$ cat src/rtl/counter_monitor.sv
// counter_monitor: passive checker for a packed {overflow, count} counter bus.
// Rebuilds the expected count from the sampled enable, flags mismatches,
// counts MAX->0 wraps and reports lock/fault status.
//
// state    | meaning
// ---------+--------------------------------------------------------------
// SYNC     | waiting for a clean zero sample (cnt==0, ovf==0); no checks
// TRACK    | comparing every sample against the rebuilt model
// FAULT    | sticky mismatch seen; checks and statistics frozen until rst
module counter_monitor #(
    parameter int W      = 8,
    parameter int CNT_W  = 16,
    parameter int STICKY = 1
) (
    input  logic             clk,
    input  logic             rst,
    input  logic             enable,
    input  logic [W:0]       output_packed,
    output logic             locked,
    output logic             fault,
    output logic             error,
    output logic [CNT_W-1:0] error_count,
    output logic [CNT_W-1:0] wrap_count,
    output logic [W:0]       last_bad
);

    localparam logic [1:0] ST_SYNC  = 2'd0;
    localparam logic [1:0] ST_TRACK = 2'd1;
    localparam logic [1:0] ST_FAULT = 2'd2;

    localparam logic [W-1:0]     CNT_MAX  = {W{1'b1}};
    localparam logic [W-1:0]     CNT_ZERO = {W{1'b0}};
    localparam logic [CNT_W-1:0] STAT_MAX = {CNT_W{1'b1}};
    localparam logic [CNT_W-1:0] STAT_ONE = {{(CNT_W-1){1'b0}}, 1'b1};

    logic [1:0]       state_q, state_d;
    logic [W-1:0]     prev_count_q;
    logic             prev_en_q;
    logic             error_q, error_d;
    logic [CNT_W-1:0] error_count_q, error_count_d;
    logic [CNT_W-1:0] wrap_count_q, wrap_count_d;
    logic [W:0]       last_bad_q, last_bad_d;

    logic [W-1:0]     cnt_s;
    logic             ovf_s;
    logic [W-1:0]     exp_cnt;
    logic             mismatch;
    logic             sync_hit;
    logic             wrap_hit;

    // Decode the sampled word and evaluate the model against it.
    // Case-inequality makes X/Z on the bus count as a mismatch while tracking.
    always_comb begin
        cnt_s    = output_packed[W-1:0];
        ovf_s    = output_packed[W];
        exp_cnt  = prev_count_q + {{(W-1){1'b0}}, prev_en_q};
        mismatch = (cnt_s !== exp_cnt) || (ovf_s !== (cnt_s == CNT_MAX));
        sync_hit = (cnt_s == CNT_ZERO) && (ovf_s == 1'b0);
        wrap_hit = (prev_count_q == CNT_MAX) && prev_en_q && (cnt_s == CNT_ZERO);
    end

    // Next-state, error pulse and statistics; FAULT freezes everything.
    always_comb begin
        state_d       = state_q;
        error_d       = 1'b0;
        error_count_d = error_count_q;
        wrap_count_d  = wrap_count_q;
        last_bad_d    = last_bad_q;
        case (state_q)
            ST_SYNC: begin
                if (sync_hit) begin
                    state_d = ST_TRACK;
                end
            end
            ST_TRACK: begin
                if (mismatch) begin
                    error_d    = 1'b1;
                    last_bad_d = output_packed;
                    if (error_count_q != STAT_MAX) begin
                        error_count_d = error_count_q + STAT_ONE;
                    end
                    if (STICKY != 0) begin
                        state_d = ST_FAULT;
                    end
                end
                // A wrap still counts when the same sample has a bad ovf bit.
                if (wrap_hit && (wrap_count_q != STAT_MAX)) begin
                    wrap_count_d = wrap_count_q + STAT_ONE;
                end
            end
            ST_FAULT: begin
                state_d = ST_FAULT;
            end
            default: begin
                state_d = ST_SYNC;
            end
        endcase
    end

    // State and statistic registers.
    always_ff @(posedge clk or posedge rst) begin
        if (rst) begin
            state_q       <= ST_SYNC;
            error_q       <= 1'b0;
            error_count_q <= '0;
            wrap_count_q  <= '0;
            last_bad_q    <= '0;
        end else begin
            state_q       <= state_d;
            error_q       <= error_d;
            error_count_q <= error_count_d;
            wrap_count_q  <= wrap_count_d;
            last_bad_q    <= last_bad_d;
        end
    end

    // Previous sample is captured every edge in every state so the model is
    // primed by the time SYNC hands over to TRACK; it also resynchronises
    // the non-sticky model to the observed value after a mismatch.
    always_ff @(posedge clk or posedge rst) begin
        if (rst) begin
            prev_count_q <= '0;
            prev_en_q    <= 1'b0;
        end else begin
            prev_count_q <= cnt_s;
            prev_en_q    <= enable;
        end
    end

    assign locked      = (state_q == ST_TRACK);
    assign fault       = (state_q == ST_FAULT);
    assign error       = error_q;
    assign error_count = error_count_q;
    assign wrap_count  = wrap_count_q;
    assign last_bad    = last_bad_q;

endmodule

$ cat config.mk
export PLATFORM = sky130hd
export DESIGN_NAME = counter_monitor
export DESIGN_NICKNAME = d
export VERILOG_FILES = /design/src/rtl/counter_monitor.sv
export SDC_FILE = /design/constraint.sdc
export NUM_CORES = 1
export LEC_CHECK = 0
export CAP_MARGIN = 30
export CORE_ASPECT_RATIO = 0.8
export CORE_MARGIN = 3
export CORE_UTILIZATION = 29
export DETAILED_ROUTE_END_ITERATION = 6
export GPL_TIMING_DRIVEN = 0
export PLACE_DENSITY = 0.49
export SYNTH_ARGS = -nofsm -noshare
export SYNTH_HDL_FRONTEND = slang
export SYNTH_SLANG_ARGS = --single-unit
$ cat constraint.sdc
create_clock -name clk -period 7 [get_ports clk]
set_clock_uncertainty 0.15 [all_clocks]
set_input_delay 1.05 -clock clk [delete_from_list [all_inputs] [get_ports clk]]
set_output_delay 1.05 -clock clk [all_outputs]
set_load 0.03 [all_outputs]
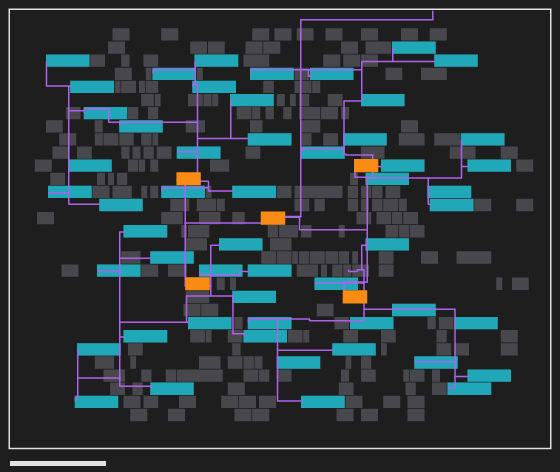
Figure 1: routed clock nets over the placement.
The bar under the picture is 20 um long.
Key: purple = clock wires [length 729 um]; orange = clock drivers [count 5]; cyan = flip-flops [count 53]
There are 6 routed clock nets. Position of the flops: widely spread.

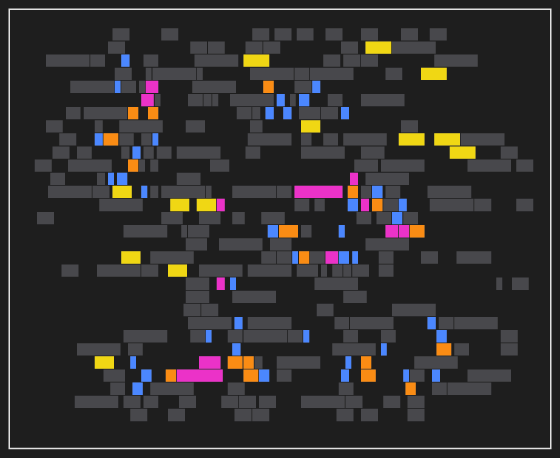
Figure 2: logic cells by family.
Key: magenta = aoi and oai cells [cells 12]; blue = nand cells [cells 39]; orange = and/or cells [cells 18]; yellow = mux cells [cells 13]

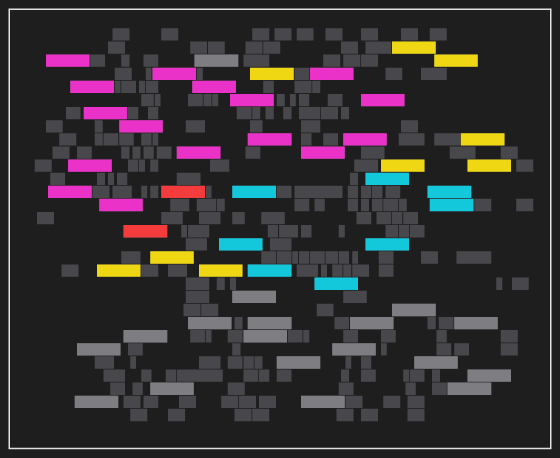
Figure 3: register map, names as in the netlist.
Other sequential cells in the stronger grey, the rest of the logic in the fainter grey.
Key: magenta = `error_count` [placed flops 16]; red = `state_q` [placed flops 2]; cyan = `prev_count_q` [placed flops 8]; yellow = `last_bad` [placed flops 9]
Another 18 sequential cells are not coloured.
FF/Latch Area: 0.00133 mm^2
Seq area share: 38.8%
Util after Layout: 39.7%

-- area by class of cell --
type / instances / area share [%]
inverter: 7 / 0.769
multi-input combinational: 155 / 35.8
timing repair buffer: 56 / 16.7
clock inverter: 1 / 0.147
sequential: 53 / 38.8
tap: 112 / 4.10
buffer: 3 / 0.806
clock buffer: 7 / 2.82
-- power by group --
group | switching, uW | internal, uW | leakage, uW
combinational | 206 | 179 | 0.000745
sequential | 45.0 | 359 | 0.000677
clock | 102 | 89.7 | 0.0000542
total | 353 | 627 | 0.00148
-- routing by layer --
layer / global-route usage (%) / share of wire [%] / wire [um] / vias up
met4: 4.20 / 1.5 / 84 / 0
li1: - / - / - / 898
met3: 2.48 / 3.1 / 180 / 8
met2: 15.9 / 41 / 2400 / 24
met5: 0 / 0 / 0 / -
met1: 18.1 / 54 / 3120 / 887
==> run summary <==
status: finished clean
Setup TNS Final: 0 ns
yosys synthesis chip area: 0.00260 mm^2
min cycle time layout: 3.47 ns
WHS Endpoint: error_count[9]
Yosys Instances: 218
Max IR drop VDD: 0.000137 V
CTS tree: built
final instance area: 0.00342 mm^2
Simple-Gate Area Share: 17.5%
most numerous logic cell after layout: clkdlybuf4s50_1
Synth Seq Share: 50.9%
Synth Warn #: 0
hold_sp: error_count[9]
die height: 90.8 um
final WL: 5780 um
gr usage total: 11.7%
Min Hold Slack: 0.346 ns
most frequent cell after synthesis: dfrtp_1
CTS Buffer Depth: 2
Latency at later pin: 0.31 ns
CP peak stage delay: 0.66 ns
post-cts sizing count: 0
Syn Inst Count: 218
Max H-tree Level: 2
mux share: 6.49%
Crit path required time: 7.05 ns
gr ovfl total: 0
Area Overhead vs Synth: 31.2%
number of remaining DRC errors: 0
top cells, area: dfrtp_1 (51%), xor2_1 (7.1%), xnor2_1 (6.4%), ha_1 (3.8%), mux2_4 (3.5%)
Cell Count, Final, Fillers Out: 394
CP Launch Type: primary input
power density over the cells: 287 mW/mm^2
CP arrival: 3.52 ns
antenna viol nets, final: 0
Port-buffer cells: 55
die x size: 112 um
Post-Syn Area: 0.00260 mm^2
Core Util at FP: 30.3%
Root Driver: clkbuf_8
CTS sink cnt: 53
Power figures rest on the tool's default switching activity, not on a simulated workload.
